--- src/rtl/mem_cmd_arbiter_pkg.sv ---
// rtl/mem_cmd_arbiter_pkg.sv - shared constants and types for the MIG command arbiter
`timescale 1ns/1ps
package mem_cmd_arbiter_pkg;

   localparam int ADDR_W_DEF = 30;
   localparam int BL_W_DEF   = 6;

   // Upper byte-address bits of the graphics region; the low 16 bits come from the requester.
   localparam logic [13:0] GRAPHICS_MEM_PREFIX = 14'h0040;

   localparam logic [2:0] MEM_CMD_WRITE = 3'b000;
   localparam logic [2:0] MEM_CMD_READ  = 3'b001;

   localparam logic [1:0] ARB_IDLE  = 2'd0;
   localparam logic [1:0] ARB_ISSUE = 2'd1;
   localparam logic [1:0] ARB_GAP   = 2'd2;

   typedef enum logic {
      GRANT_WR = 1'b0,
      GRANT_RD = 1'b1
   } grant_e;

   function automatic logic [2:0] instr_for(input grant_e g);
      return (g == GRANT_RD) ? MEM_CMD_READ : MEM_CMD_WRITE;
   endfunction

endpackage

--- src/rtl/mem_cmd_arbiter_if.sv ---
// rtl/mem_cmd_arbiter_if.sv - requester and MIG command-port signals of the arbiter
`timescale 1ns/1ps
interface mem_cmd_arbiter_if #(
   parameter int ADDR_W = 30,
   parameter int BL_W   = 6
);
   logic              calib_done;
   logic              rd_req;
   logic [BL_W-1:0]   rd_bl;
   logic [ADDR_W-1:0] rd_byte_addr;
   logic              rd_ack;
   logic              wr_req;
   logic [BL_W-1:0]   wr_bl;
   logic [ADDR_W-1:0] wr_byte_addr;
   logic              wr_ack;
   logic              mem_cmd_en;
   logic [2:0]        mem_cmd_instr;
   logic [BL_W-1:0]   mem_cmd_bl;
   logic [ADDR_W-1:0] mem_cmd_byte_addr;
   logic              mem_cmd_full;

   modport slave (
      input  calib_done, rd_req, rd_bl, rd_byte_addr, wr_req, wr_bl, wr_byte_addr, mem_cmd_full,
      output rd_ack, wr_ack, mem_cmd_en, mem_cmd_instr, mem_cmd_bl, mem_cmd_byte_addr
   );

   modport master (
      output calib_done, rd_req, rd_bl, rd_byte_addr, wr_req, wr_bl, wr_byte_addr, mem_cmd_full,
      input  rd_ack, wr_ack, mem_cmd_en, mem_cmd_instr, mem_cmd_bl, mem_cmd_byte_addr
   );

endinterface

--- src/rtl/mem_cmd_arbiter.sv ---
// rtl/mem_cmd_arbiter.sv - read-priority arbiter sharing one MIG command port with a bounded writer wait
`timescale 1ns/1ps
module mem_cmd_arbiter
   import mem_cmd_arbiter_pkg::*;
#(
   parameter int STARVE_LIMIT = 4,
   parameter int ADDR_W       = ADDR_W_DEF,
   parameter int BL_W         = BL_W_DEF
) (
   input  logic              clk,
   input  logic              reset,
   mem_cmd_arbiter_if.slave  bus
);

   localparam int CNT_W = (STARVE_LIMIT > 0) ? $clog2(STARVE_LIMIT + 1) : 1;
   localparam logic [CNT_W-1:0]  LIMIT_C    = CNT_W'(STARVE_LIMIT);
   localparam logic [ADDR_W-1:0] RESET_ADDR = ADDR_W'({GRAPHICS_MEM_PREFIX, 16'h0000});

   logic [1:0]        state_q, state_d;
   logic [CNT_W-1:0]  starve_q, starve_d;
   grant_e            grant_q, grant_d;
   logic              en_q, en_d;
   logic              rd_ack_q, rd_ack_d;
   logic              wr_ack_q, wr_ack_d;
   logic [BL_W-1:0]   bl_q, bl_d;
   logic [ADDR_W-1:0] addr_q, addr_d;
   logic              sample;
   logic              wr_wins;

   assign sample  = bus.calib_done && !bus.mem_cmd_full && (bus.rd_req || bus.wr_req);
   assign wr_wins = bus.wr_req && (!bus.rd_req || (starve_q == LIMIT_C));

   always_comb begin
      state_d  = state_q;
      starve_d = starve_q;
      grant_d  = grant_q;
      bl_d     = bl_q;
      addr_d   = addr_q;
      en_d     = 1'b0;
      rd_ack_d = 1'b0;
      wr_ack_d = 1'b0;
      case (state_q)
         ARB_IDLE: begin
            if (!bus.wr_req) starve_d = '0;
            if (sample) begin
               // Strobe and ack are registered here so they land together in the ISSUE cycle.
               if (wr_wins) begin
                  grant_d  = GRANT_WR;
                  bl_d     = bus.wr_bl;
                  addr_d   = bus.wr_byte_addr;
                  wr_ack_d = 1'b1;
                  starve_d = '0;
               end else begin
                  grant_d  = GRANT_RD;
                  bl_d     = bus.rd_bl;
                  addr_d   = bus.rd_byte_addr;
                  rd_ack_d = 1'b1;
                  if (bus.wr_req && (starve_q != LIMIT_C)) starve_d = starve_q + CNT_W'(1);
               end
               en_d    = 1'b1;
               state_d = ARB_ISSUE;
            end
         end
         ARB_ISSUE: state_d = ARB_GAP;
         default:   state_d = ARB_IDLE;
      endcase
   end

   always_ff @(posedge clk) begin
      if (reset) begin
         state_q  <= ARB_IDLE;
         starve_q <= '0;
         grant_q  <= GRANT_WR;
         en_q     <= 1'b0;
         rd_ack_q <= 1'b0;
         wr_ack_q <= 1'b0;
         bl_q     <= '0;
         addr_q   <= RESET_ADDR;
      end else begin
         state_q  <= state_d;
         starve_q <= starve_d;
         grant_q  <= grant_d;
         en_q     <= en_d;
         rd_ack_q <= rd_ack_d;
         wr_ack_q <= wr_ack_d;
         bl_q     <= bl_d;
         addr_q   <= addr_d;
      end
   end

   assign bus.mem_cmd_en        = en_q;
   assign bus.rd_ack            = rd_ack_q;
   assign bus.wr_ack            = wr_ack_q;
   assign bus.mem_cmd_instr     = instr_for(grant_q);
   assign bus.mem_cmd_bl        = bl_q;
   assign bus.mem_cmd_byte_addr = addr_q;

endmodule
--- src/flat_wrapper.sv ---
// flat-port wrapper written by rule: the top's interface ports become plain ports
module mem_cmd_arbiter_flat import mem_cmd_arbiter_pkg::*;
#(
   parameter int STARVE_LIMIT = 4,
   parameter int ADDR_W       = ADDR_W_DEF,
   parameter int BL_W         = BL_W_DEF
)
  (clk, reset, bus_calib_done, bus_rd_req, bus_rd_bl, bus_rd_byte_addr, bus_wr_req, bus_wr_bl, bus_wr_byte_addr, bus_mem_cmd_full, bus_rd_ack, bus_wr_ack, bus_mem_cmd_en, bus_mem_cmd_instr, bus_mem_cmd_bl, bus_mem_cmd_byte_addr);
  mem_cmd_arbiter_if #(.ADDR_W(ADDR_W), .BL_W(BL_W)) bus_i ();
  input  logic clk;
  input  logic reset;
  input wire logic [$bits(bus_i.calib_done)-1:0] bus_calib_done;
  input wire logic [$bits(bus_i.rd_req)-1:0] bus_rd_req;
  input wire logic [$bits(bus_i.rd_bl)-1:0] bus_rd_bl;
  input wire logic [$bits(bus_i.rd_byte_addr)-1:0] bus_rd_byte_addr;
  input wire logic [$bits(bus_i.wr_req)-1:0] bus_wr_req;
  input wire logic [$bits(bus_i.wr_bl)-1:0] bus_wr_bl;
  input wire logic [$bits(bus_i.wr_byte_addr)-1:0] bus_wr_byte_addr;
  input wire logic [$bits(bus_i.mem_cmd_full)-1:0] bus_mem_cmd_full;
  output wire logic [$bits(bus_i.rd_ack)-1:0] bus_rd_ack;
  output wire logic [$bits(bus_i.wr_ack)-1:0] bus_wr_ack;
  output wire logic [$bits(bus_i.mem_cmd_en)-1:0] bus_mem_cmd_en;
  output wire logic [$bits(bus_i.mem_cmd_instr)-1:0] bus_mem_cmd_instr;
  output wire logic [$bits(bus_i.mem_cmd_bl)-1:0] bus_mem_cmd_bl;
  output wire logic [$bits(bus_i.mem_cmd_byte_addr)-1:0] bus_mem_cmd_byte_addr;
  assign bus_i.calib_done = bus_calib_done;
  assign bus_i.rd_req = bus_rd_req;
  assign bus_i.rd_bl = bus_rd_bl;
  assign bus_i.rd_byte_addr = bus_rd_byte_addr;
  assign bus_i.wr_req = bus_wr_req;
  assign bus_i.wr_bl = bus_wr_bl;
  assign bus_i.wr_byte_addr = bus_wr_byte_addr;
  assign bus_i.mem_cmd_full = bus_mem_cmd_full;
  assign bus_rd_ack = bus_i.rd_ack;
  assign bus_wr_ack = bus_i.wr_ack;
  assign bus_mem_cmd_en = bus_i.mem_cmd_en;
  assign bus_mem_cmd_instr = bus_i.mem_cmd_instr;
  assign bus_mem_cmd_bl = bus_i.mem_cmd_bl;
  assign bus_mem_cmd_byte_addr = bus_i.mem_cmd_byte_addr;
  mem_cmd_arbiter #(.STARVE_LIMIT(STARVE_LIMIT), .ADDR_W(ADDR_W), .BL_W(BL_W)) u_core (.clk(clk), .reset(reset), .bus(bus_i));
endmodule
--- config.mk ---
export PLATFORM = sky130hd
export DESIGN_NAME = mem_cmd_arbiter_flat
export DESIGN_NICKNAME = d
export VERILOG_FILES = /design/src/rtl/mem_cmd_arbiter_pkg.sv /design/src/rtl/mem_cmd_arbiter_if.sv /design/src/rtl/mem_cmd_arbiter.sv /design/src/flat_wrapper.sv
export SDC_FILE = /design/constraint.sdc
export NUM_CORES = 1
export LEC_CHECK = 0
export CAP_MARGIN = 20
export CELL_PAD_IN_SITES_DETAIL_PLACEMENT = 0
export CELL_PAD_IN_SITES_GLOBAL_PLACEMENT = 1
export CORE_ASPECT_RATIO = 1.25
export CORE_MARGIN = 8
export CORE_UTILIZATION = 29
export DETAILED_ROUTE_END_ITERATION = 8
export GPL_TIMING_DRIVEN = 1
export HOLD_SLACK_MARGIN = 0.06
export PLACE_DENSITY_LB_ADDON = 0.05
export SYNTH_ARGS = -nofsm -noshare
export SYNTH_HDL_FRONTEND = slang
export SYNTH_SLANG_ARGS = --single-unit
export TNS_END_PERCENT = 10
--- constraint.sdc ---
create_clock -name clk -period 4.4 [get_ports clk]
set_clock_uncertainty 0.05 [all_clocks]
set_input_delay 1.1 -clock clk [delete_from_list [all_inputs] [get_ports clk]]
set_output_delay 1.1 -clock clk [all_outputs]
set_load 0.05 [all_outputs]
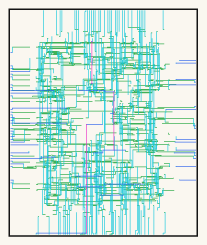
run_1/wires.png
(2 px per µm)
- metal 3: blue (wire length 428 µm)
- metal 4: magenta (wire length 105 µm)
- metal 2: cyan (wire length 4290 µm)
- metal 1: green (wire length 3330 µm)
drt total wl: 8160 µm
via count: 2380
wire per inst: 18.4 µm
GRT Overall Usage: 15.4%

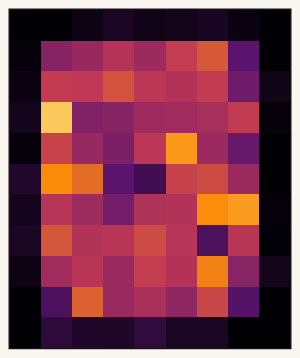
run_1/cell_density.png
(3 px per µm) 9 x 11 tiles, from black (low) to pale yellow (high), 0 to 100% covered.
- mean over tiles: 31%
- densest ninth of the die: centre
- fullest tile: 88%
post-layout util: 46.5%
fp_density: 29.6%

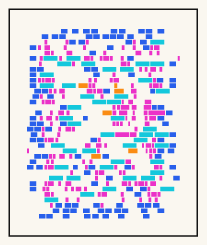
run_1/placement_by_type.png
(2 px per µm)
- remaining buffers and delay cells: blue (cells 121; share of their area 37%)
- combinational and other logic: magenta (cells 179; share of their area 34%)
- sequential cells: cyan (cells 45; share of their area 27%)
- clock drivers and dummy loads: orange (cells 6; share of their area 2.2%)

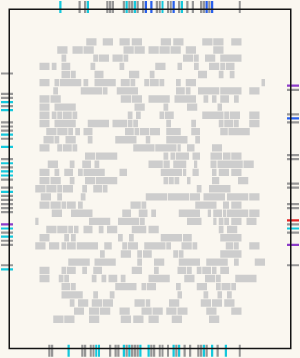
run_1/io_placement.png
(3 px per µm) Pins as bars across the die edge, other pins in grey.
- bus_rd_ack: red (pins 1; direction output; edge right)
- bus_mem_cmd_instr: purple (pins 3; direction output; edge 2 right, 1 left)
- bus_rd_bl: blue (pins 6; direction input; edge 5 top, 1 right)
- bus_rd_byte_addr: cyan (pins 30; direction input; edge 12 bottom, 11 left, 6 top, 1 right)
- all pins by edge: 38 bottom, 33 left, 32 top, 17 right

==> flow_summary.json, run 1 <==
{
  "worstHoldPathCells": 2,
  "cts_setup_buffers": 0,
  "synth.avg_cell_area_um2": 8.36,
  "final_nets": 432,
  "synth_top_area_share_pct": 41.6,
  "ys.flops": 45,
  "detail_route.first_pass.iterations": 4,
  "crit_path_max_fanout": 38,
  "drtIter0Drc": 99,
  "topCellsByArea": "dfxtp_1, a311oi_1, a21oi_1",
  "core-area_mm2": 0.00731,
  "grt_overflow_total": 0,
  "reg2reg_depth": 3,
  "remaining_drc_errors": 0,
  "hold_slack_ns": 0.442,
  "gp_congestion": 0.714,
  "criticalPathCategory": "in -> reg",
  "ys_warn_count": 0,
  "clk_path_buf_depth": 2,
  "r2r-start": "u_core.state_q[1]",
  "warnings": 27,
  "layout-drive-gt1-share_pct": 5.13,
  "dieArea_mm2": 0.0105,
  "reg2reg_to": "u_core.bus.mem_cmd_byte_addr[7]",
  "clk-insertion-delay-late_ns": 0.29,
  "powerDensity_mw_per_mm2": 293,
  "finalMaxSlewViolations": 0,
  "min_period_over_period_pct": 66.9,
  "grt_max_degree": 41,
  "cts-htree-levels": 2,
  "worstHoldStart": "u_core.starve_q[1]",
  "max_cap_viol_count": 0,
  "antenna_cells": 0,
  "gr-usage-met3_pct": 3.81,
  "worst_pin_slew_ns": 0.997,
  "fin_cells": 443,
  "synth_seq_share_pct": 41.6,
  "leakage_nw": 1.10,
  "hold_class": "reg -> reg",
  "r2r_slack_ns": 2.39,
  "finalSetupViolCount": 0,
  "worstPathArrival_ns": 3.09,
  "rsz0062_at_grt": "false",
  "clockRootBuffer": "clkbuf_8",
  "synthCells": 259,
  "min_to": "u_core.starve_q[1]",
  "final_area_mm2": 0.00340,
  "dieWidth_um": 93.3,
  "ys_area_mm2": 0.00217,
  "hold_viol_final": 0,
  "total_power_uw": 995,
  "path_clk_slew_ns": 0.08,
  "synthToLayoutAreaGrowth_pct": 57.0,
  "yosysUniqueCellTypes": 30,
  "vias_per_cell": 5.37,
  "dpl_cell_area_mm2": 0.00333,
  "yosysTopAreaCell": "dfxtp_1",
  "yosys_cells": 259,
  "grt_pass1_wl_um": 13000,
  "vdd.ir_drop.worst_mv": 0.122,
  "outcome": "finished, final reports clean",
  "cp-end-kind": "flip-flop",
  "cts.sinks": 45,
  "portBuffers": 117,
  "busiest_layer": "met2",
  "timing.slew.headroom_pct": 33.4,
  "setup_tns_ns": 0,
  "use_met1_pct": 16.9,
  "fp.dieH_um": 113,
  "cts_hold_buf": 0,
  "crit_required_ns": 4.55,
  "start_kind": "primary input",
  "cts_tree": "yes",
  "hpwl_um": 5410,
  "use_met2_pct": 27.8,
  "dp.cells": 437,
  "first_global_vias": 2570,
  "ant_nets": 0,
  "cts_resized": 0,
  "ioPinCount": 120,
  "max_freq_ghz": 0.340,
  "netlist_area_mm2": 0.00217,
  "core.rowCount": 35,
  "cts-buffers-inserted": 5,
  "layout_min_cycle_time_ns": 2.95,
  "antenna_found_initial": 0
}
## run 1: critical path: stages
cell and delay, ns:
clkdlybuf4s50_1 0.78, or2_2 0.73, a21oi_1 0.17, a311oi_1 0.29
## run 1: power by group
part	switching [mW]	internal (mW)
Sequential	0.0134	0.431
Clock	0.133	0.105
Combinational	0.180	0.132
Total	0.327	0.668
## run 1: Yosys cell counts
cell / n
clkbuf_1: 27
a21oi_1: 39
nor2_1: 3
ha_1: 2
inv_2: 1
o31ai_1: 1
a211oi_1: 1
nand3_1: 37
or4b_1: 1
nor3b_1: 2
nor3_2: 1
nor2_8: 1
buf_2: 3
inv_1: 2
nand4_1: 1
nor4b_2: 1
o21ai_0: 38
dfxtp_1: 45
nand4b_1: 1
a21bo_2: 1
nor3_1: 3
conb_1: 1
or2_2: 2
a311oi_1: 35
nor4_1: 1
a21boi_0: 1
nand2_1: 1
buf_4: 3
a32oi_1: 1
buf_6: 3
## run 1: how the worst max path moves through the flow
stage | startpoint | to | depth (start not counted)
2_1_floorplan | bus_mem_cmd_full | u_core.bus.mem_cmd_byte_addr[21] | 5
6_report | bus_wr_req | u_core.bus.mem_cmd_byte_addr[7] | 4
5_1_grt | bus_wr_req | u_core.bus.mem_cmd_byte_addr[29] | 4
3_3_place_gp | bus_wr_req | u_core.bus.mem_cmd_byte_addr[4] | 4
3_5_place_dp | bus_wr_req | u_core.bus.mem_cmd_byte_addr[7] | 4
4_1_cts | bus_wr_req | u_core.bus.mem_cmd_byte_addr[7] | 4
## run 1: flip-flops by register name, summed over array words and instances, names as in the netlist
register and count:
u_core.bus.mem_cmd_en 1, u_core.state_q 2, u_core.bus.wr_ack 1, u_core.grant_q 1, u_core.bus.rd_ack 1, u_core.bus.mem_cmd_bl 6, u_core.starve_q 3, u_core.bus.mem_cmd_byte_addr 30
## run 1: cells in the final DEF, fill, tap and decap left out, drive strengths merged, types with 2 or more instances in the layout
| cell | n |
|---|---|
| a21oi | 39 |
| a311oi | 35 |
| buf | 4 |
| clkbuf | 5 |
| clkdlybuf4s50 | 117 |
| conb | 2 |
| dfxtp | 45 |
| ha | 2 |
| inv | 3 |
| nand3 | 37 |
| nor2 | 4 |
| nor3 | 4 |
| nor3b | 2 |
| o21ai | 38 |
| or2 | 2 |
## run 1: cell type report
class,instances,area (µm²)
inverters,3,11.3
fillers,723,3910
well taps,92,115
clock inverters,1,5.00
flip-flops and latches,45,901
clock buffers,5,68.8
repair buffers,121,1200
multi-input cells,176,1100
## run 1: logic make-up (layout without fill, tap and decap cells)
group | Yosys count | count (layout) | share of synthesized area [%]
and+or+nand+nor | 55 | 55 | 14.7
other | 1 | 2 | 0.173
adders and majority gates | 2 | 2 | 1.16
buffers and inverters | 39 | 130 | 8.49
AOI/OAI and AO/OA | 117 | 117 | 33.9
DFF | 45 | 45 | 41.6
## run 1: routing by layer
layer,routed length [µm],part of all wire [%]
met1,3330,41
met2,4290,53
met3,427,5.2
met4,104,1.3
met5,0,0
## run 1: metrics by stage
step,setup WS (ns),utilization [%]
3_3_place_gp,1.19,45.5
5_1_grt,1.30,46.5
2_1_floorplan,2.11,-
6_report,1.45,46.5
3_5_place_dp,1.15,45.5
4_1_cts,1.45,46.5
run_1/clocks.png
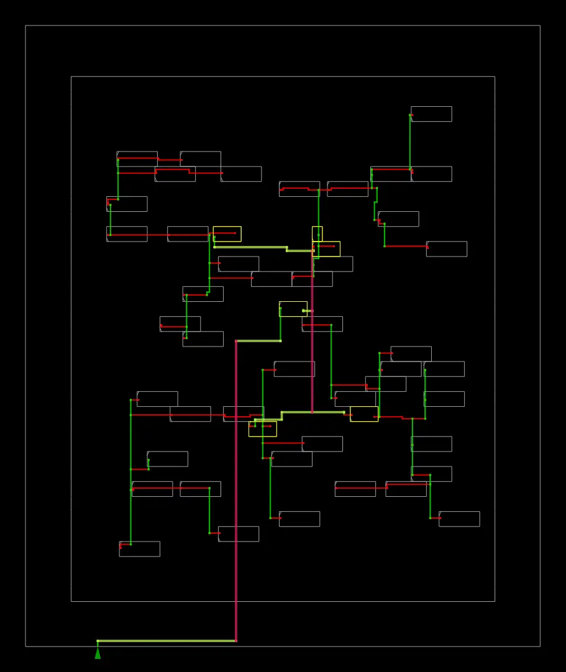

--- run 2 (diff from run 1) ---
Settings changed: CORE_UTILIZATION 29 to 27.
Clock period 4.4 ns to 3 ns, I/O delays scaled along.
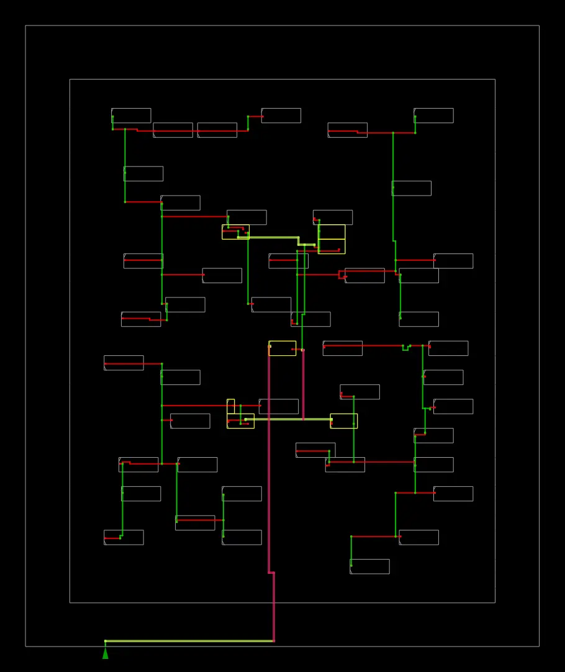
run_2/clocks.png
flop count: 45
CLK BUF: 7

==> run 2 against run 1 <==
Effect of this change: clock power increased by 63%; synthesized cell count unchanged; register-to-register slack worse by 1.2 ns; via count is 2.1% higher; cell count is 2.3% higher; global-route usage increased by 0.094 points; sequential share of layout area decreased by 0.62 points; flip-flop count unchanged; power up 52%; combinational power grew 51%; die size rose by 6.2%; critical path type unchanged; critical endpoint is now u_core.bus.mem_cmd_bl[4]; largest power group unchanged.
==> flow_summary.json, run 2 <==
{
  "largest_reg_flops": 30,
  "powerDensity_mw_per_mm2": 434,
  "core.rowCount": 36,
  "cts-htree-levels": 2,
  "setup_tns_ns": 0,
  "fillers": 813,
  "start_kind": "primary input",
  "portBuffers": 117,
  "worstHoldStart": "u_core.starve_q[0]",
  "dr_total_vias": 2431,
  "min_period_over_period_pct": 78.6,
  "ant_nets": 0,
  "core-area_mm2": 0.00779,
  "layout-drive-gt1-share_pct": 6.98,
  "yosys_cells": 259,
  "yosysTopAreaCell": "dfxtp_1",
  "lay_top_cells": "clkdlybuf4s50_1, dfxtp_1, a21oi_1, o21ai_0, nand3_1",
  "topCellsByArea": "dfxtp_1, a311oi_1, a21oi_1",
  "path_clk_slew_ns": 0.09,
  "warnings": 27,
  "grt_overflow_total": 0,
  "antenna_cells": 0,
  "crit_slowest_cell": "or4b_1",
  "finalMaxSlewViolations": 0,
  "cp-end-kind": "flip-flop",
  "ys_warn_count": 0,
  "p_seq_share_pct": 43.1,
  "finalSetupViolCount": 0,
  "crit_path_max_fanout": 20,
  "vias_per_cell": 5.37,
  "remaining_drc_errors": 0,
  "synth.most_common_cell": "dfxtp_1",
  "yosysUniqueCellTypes": 30,
  "grt_pass1_wl_um": 13500,
  "timing.slew.headroom_pct": 45.4,
  "clk_path_buf_depth": 2,
  "leakage_nw": 1.14,
  "ys_area_mm2": 0.00217,
  "power_switching_uw": 493,
  "synthCells": 259,
  "r2r_slack_ns": 1.15,
  "reg2reg_to": "u_core.bus.mem_cmd_bl[4]",
  "criticalPathCategory": "in -> reg",
  "routedWlPerCell_um": 19.0,
  "hold_viol_final": 0,
  "first_global_vias": 2484,
  "gp_congestion": 0.767,
  "reg2reg_depth": 4,
  "edf_count": 0,
  "vdd.ir_drop.worst_mv": 0.206,
  "initCoreUtil_pct": 27.8,
  "p_clk_share_pct": 25.6,
  "crit_required_ns": 3.12,
  "detail_route.first_pass.iterations": 4,
  "async_flop_share_pct": 0,
  "max_cap_viol_count": 0,
  "cts_resized": 0,
  "layout_min_cycle_time_ns": 2.36,
  "synth.avg_cell_area_um2": 8.36,
  "clockRootBuffer": "clkbuf_8",
  "cts-buffers-inserted": 5,
  "total_power_mw": 1.51,
  "dieWidth_um": 96.1,
  "final_nets": 438,
  "fp.dieH_um": 116,
  "p_comb_share_pct": 31.2,
  "synth_seq_share_pct": 41.6,
  "cts_tree": "yes",
  "outcome": "finished, final reports clean",
  "rsz0062_at_grt": "false",
  "clk-insertion-delay-late_ns": 0.29,
  "synth_top_area_share_pct": 41.6,
  "switching_share_pct": 32.6,
  "worst_pin_slew_ns": 0.819,
  "path_cells": "clkdlybuf4s50_1 > or4b_1 > nor2_8 > buf_4 > a311oi_1",
  "min_to": "u_core.starve_q[0]",
  "top_cells_by_count": "dfxtp_1, a21oi_1, o21ai_0, nand3_1, a311oi_1",
  "max_freq_ghz": 0.424,
  "dieArea_mm2": 0.0112,
  "internal-power_mw": 1.02,
  "drtIter0Drc": 113,
  "hold_class": "reg -> reg",
  "lay_top_count": "clkdlybuf4s50_1",
  "flop_cell": "dfxtp_1",
  "cts_hold_buf": 0,
  "critPathMaxStageDelay_ns": 0.69,
  "synthToLayoutAreaGrowth_pct": 60.7,
  "grt_max_degree": 41,
  "totalWireLength_um": 8610,
  "hpwl_um": 5760,
  "worstHoldPathCells": 2,
  "ys.flops": 45,
  "antenna_found_initial": 0,
  "r2r-start": "u_core.state_q[1]",
  "grtUsageTotal_pct": 15.5,
  "ioPinCount": 120,
  "cts_setup_buffers": 0,
  "worstPathArrival_ns": 2.47,
  "cts.sinks": 45,
  "netlist_area_mm2": 0.00217
}
==> run 2: cell types whose count changed in the layout (fill, tap and decap cells not counted), sizes merged <==
| cell | change |
|---|---|
| clkbuf | +2 |
| buf | +7 |
| clkdlybuf4s50 | -1 |
| clkinv | -1 |
==> run 2: metal layers <==
metal,GRT usage (%),wire length [µm]
met1,18.8,3500
met2,25.9,4440
met3,4.44,602
met4,4.01,68
met5,0,0
==> run 2: cell type report <==
cell class	count	area (µm²)	area share [%]
Clock buffer	7	86.3	2.48
Tap cell	95	119	3.41
Sequential cell	45	901	25.9
Timing Repair Buffer	127	1270	36.4
Inverter	3	11.3	0.324
Multi-Input combinational cell	176	1100	31.5
==> run 2: worst max-delay path by stage <==
stage	start	to
after detailed placement	bus_mem_cmd_full	u_core.bus.mem_cmd_byte_addr[28]
after floorplan	bus_mem_cmd_full	u_core.bus.mem_cmd_byte_addr[21]
after CTS	bus_mem_cmd_full	u_core.bus.mem_cmd_byte_addr[28]
after global placement	bus_mem_cmd_full	u_core.bus.mem_cmd_byte_addr[28]
after global routing	bus_rd_req	u_core.bus.mem_cmd_byte_addr[19]
final	bus_mem_cmd_full	u_core.bus.mem_cmd_bl[4]
==> run 2: logic make-up (layout without fill, tap and decap cells) <==
logic type               Yosys count  after routing  share of synthesized area, %
buffers and inverters             39            137                          8.49
AND/OR/NAND/NOR                   55             55                          14.7
adder cells (fa/ha/maj)            2              2                          1.16
AND-OR/OR-AND                    117            117                          33.9
other                              1              2                         0.173
flip-flops                        45             45                          41.6
==> run 2: worst max-delay path, delay by kind of cell <==
| kind | cells | cell delay, ns |
|---|---|---|
| buffers and inverters | 2 | 0.71 |
| AND-OR/OR-AND | 1 | 0.13 |
| AND/OR/NAND/NOR | 2 | 0.86 |
==> run 2: power by group through the flow <==
stage / logic, mW / clock network, mW / registers (mW)
after floorplan: 0.146 / 0 / 0.780
after global placement: 0.476 / 0 / 0.664
after detailed placement: 0.477 / 0 / 0.665
after CTS: 0.478 / 0.407 / 0.651
after global routing: 0.502 / 0.433 / 0.656
final: 0.472 / 0.387 / 0.651
==> run 2: through the flow <==
step	setup slack [ns]	cells	hold WS, ns	util, %	cell area (µm²)
floorplan	1.06	260	0.407	-	2170
global placement	0.349	446	0.452	43.6	3390
detailed placement	0.328	446	0.437	43.6	3390
CTS	0.641	453	0.448	44.7	3480
global route	0.525	453	0.469	44.7	3480
finish	0.643	453	0.451	44.7	3480
run_2/placement_by_type.png
(2 px per µm)
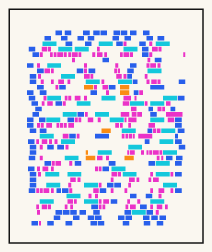

--- run 3 (diff from run 2) ---
Settings changed: CORE_UTILIZATION 27 to 24.
Clock period 3 ns to 1.9 ns, I/O delays scaled along.
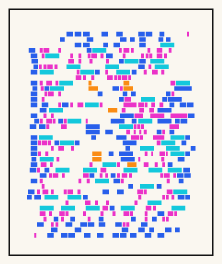
run_3/placement_by_type.png
(2 px per µm)
- combinational and other logic: magenta (cells 179; share of their area 32%)
- remaining buffers and delay cells: blue (cells 144; share of their area 40%)
- clock drivers and dummy loads: orange (cells 8; share of their area 2.7%)
- sequential cells: cyan (cells 45; share of their area 25%)
Core Region: 0.00875 mm²
cell area after layout: 0.00370 mm²

==> run 3 against run 2 <==
Effect of this change: first-iteration DRC count down 15%; global-route usage is 0.78 points lower; routed wire length increased by 8.4%; register-to-register slack got worse by 0.91 ns; die size increased by 11%; design area is 6.4% higher; power rose by 64%; synthesized cell count is the same; flip-flop count is the same; largest power group unchanged.
==> flow_summary.json, run 3 <==
{
  "yosysTopAreaCell": "dfxtp_1",
  "yosysUniqueCellTypes": 30,
  "largest_reg_flops": 30,
  "synth.most_common_cell": "dfxtp_1",
  "reg2reg_to": "u_core.bus.mem_cmd_byte_addr[18]",
  "hpwl_um": 6350,
  "routedWlPerCell_um": 18.8,
  "antenna_found_initial": 0,
  "ys.flops": 45,
  "layout_min_cycle_time_ns": 1.83,
  "layout-drive-gt1-share_pct": 22.6,
  "max_freq_ghz": 0.546,
  "clk_path_buf_depth": 2,
  "lay_top_count": "clkdlybuf4s50_1",
  "crit_required_ns": 2.05,
  "final_nets": 455,
  "criticalPathCategory": "in -> reg",
  "grt_pass1_wl_um": 14300,
  "topCellsByArea": "dfxtp_1, a311oi_1, a21oi_1",
  "grtUsageTotal_pct": 14.7,
  "ant_nets": 0,
  "ioPinCount": 120,
  "synth.avg_cell_area_um2": 8.36,
  "lay_top_cells": "clkdlybuf4s50_1, buf_4, dfxtp_1, a21oi_1, o21ai_0",
  "setup_slack_ns": 0.0699,
  "min_to": "u_core.starve_q[1]",
  "powerDensity_mw_per_mm2": 669,
  "portBuffers": 117,
  "r2r_slack_ns": 0.24,
  "netlist_area_mm2": 0.00217,
  "dieWidth_um": 101,
  "hold_class": "reg -> reg",
  "initCoreUtil_pct": 24.8,
  "outcome": "finished, final reports clean",
  "totalWireLength_um": 9340,
  "fp.dieH_um": 122,
  "min_period_over_period_pct": 96.3,
  "r2r-start": "u_core.starve_q[0]",
  "yosys_cells": 259,
  "remaining_drc_errors": 0,
  "warnings": 27,
  "reg2reg_depth": 6,
  "worstPathArrival_ns": 1.98,
  "ys_area_mm2": 0.00217,
  "edf_count": 0,
  "worstHoldStart": "u_core.starve_q[1]",
  "hold_viol_final": 0,
  "dieArea_mm2": 0.0123,
  "vias_per_cell": 5.03,
  "grt_max_degree": 41,
  "fillers": 974,
  "cts.sinks": 45,
  "synthToLayoutAreaGrowth_pct": 71.0,
  "start_kind": "primary input",
  "crit_path_max_fanout": 10,
  "combGateArea_mm2": 0.00112,
  "drtIter0Drc": 96,
  "dp.cells": 485,
  "finalSetupViolCount": 0,
  "clockRootBuffer": "clkbuf_8",
  "seq_area_um2": 901,
  "leakage_nw": 1.35,
  "synthCells": 259,
  "gp_congestion": 0.733,
  "grt_overflow_total": 0,
  "first_global_vias": 2717,
  "vdd.ir_drop.worst_mv": 0.309,
  "cp-end-kind": "flip-flop",
  "synth_top_area_share_pct": 41.6,
  "worstHoldPathCells": 2,
  "place_ws_ns": -0.278,
  "max_cap_viol_count": 0,
  "detail_route.first_pass.iterations": 4,
  "cts-buffers-inserted": 5,
  "finalMaxSlewViolations": 0,
  "async_flop_share_pct": 0,
  "core.rowCount": 38,
  "flop_cell": "dfxtp_1",
  "cts-htree-levels": 2,
  "fin_cells": 496,
  "top_cells_by_count": "dfxtp_1, a21oi_1, o21ai_0, nand3_1, a311oi_1",
  "antenna_cells": 0,
  "path_clk_slew_ns": 0.09,
  "dr_total_vias": 2496,
  "synth_seq_share_pct": 41.6,
  "ys_warn_count": 0,
  "cts_tree": "yes",
  "clk-insertion-delay-late_ns": 0.30
}
## run 3: area by class of cell
cell class | count | share of cell area [%]
clock buffers | 6 | 2.23
repair buffers | 144 | 38.5
flip-flops and latches | 45 | 24.3
multi-input cells | 176 | 30.2
well taps | 120 | 4.05
inverters | 3 | 0.304
clock inverters | 2 | 0.372
## run 3: power by group
group / internal, mW / switching [mW] / total (mW)
clock network: 0.296 / 0.349 / 0.645
logic: 0.356 / 0.446 / 0.802
registers: 0.999 / 0.0305 / 1.03
total: 1.65 / 0.826 / 2.48
## run 3: stage by stage
step / setup TNS (ns) / power, mW / utilization [%] / instance area, µm² / hold WS (ns)
global placement: -9.91 / 1.84 / 40.6 / 3550 / 0.447
finish: 0 / 2.48 / 42.3 / 3700 / 0.453
detailed placement: -9.71 / 1.84 / 40.6 / 3550 / 0.438
floorplan: 0 / 1.46 / - / 2170 / 0.407
CTS: 0 / 2.50 / 41.7 / 3640 / 0.453
global route: -0.142 / 2.60 / 42.3 / 3700 / 0.495
## run 3: kinds of logic after synthesis
family                   count (synthesis)  synth area share (%)
buffers and inverters                   39                  8.49
adder cells (fa/ha/maj)                  2                  1.16
AND/OR/NAND/NOR                         55                  14.7
flip-flops                              45                  41.6
other                                    1                 0.173
AND-OR/OR-AND                          117                  33.9
## run 3: what timing repair did
action / in CTS / in global routing
buffers inserted: 0 / 2
setup endpoints to repair: 0 / 26
gates resized: 0 / 6
hold buffers: 0 / 0
## run 3: how the worst max path moves through the flow
stage                          start                                to  slack [ns]  cells past startpoint
finish              bus_mem_cmd_full  u_core.bus.mem_cmd_byte_addr[18]        0.07                      7
detailed placement    bus_calib_done  u_core.bus.mem_cmd_byte_addr[18]       -0.28                      6
floorplan           bus_mem_cmd_full  u_core.bus.mem_cmd_byte_addr[21]        0.23                      5
global placement      bus_calib_done   u_core.bus.mem_cmd_byte_addr[9]       -0.26                      6
global route        bus_mem_cmd_full  u_core.bus.mem_cmd_byte_addr[29]       -0.02                      7
CTS                   bus_calib_done  u_core.bus.mem_cmd_byte_addr[18]        0.03                      6
## run 3: layer usage
layer | vias to the layer above | GRT usage [%] | wire, µm
met5 | - | 0 | 0
met4 | 0 | 3.36 | 72
met3 | 6 | 4.42 | 616
met2 | 77 | 26.3 | 4760
met1 | 1195 | 16.7 | 3890
li1 | 1218 | - | -
## run 3: critical path: stages
cell             delay, ns
clkdlybuf4s50_1       0.42
buf_4                 0.15
nor4b_4               0.26
buf_4                 0.16
clkbuf_16             0.16
a21oi_1               0.07
a311oi_1              0.28
Power figures rest on the tool's default switching activity, not on a simulated workload.
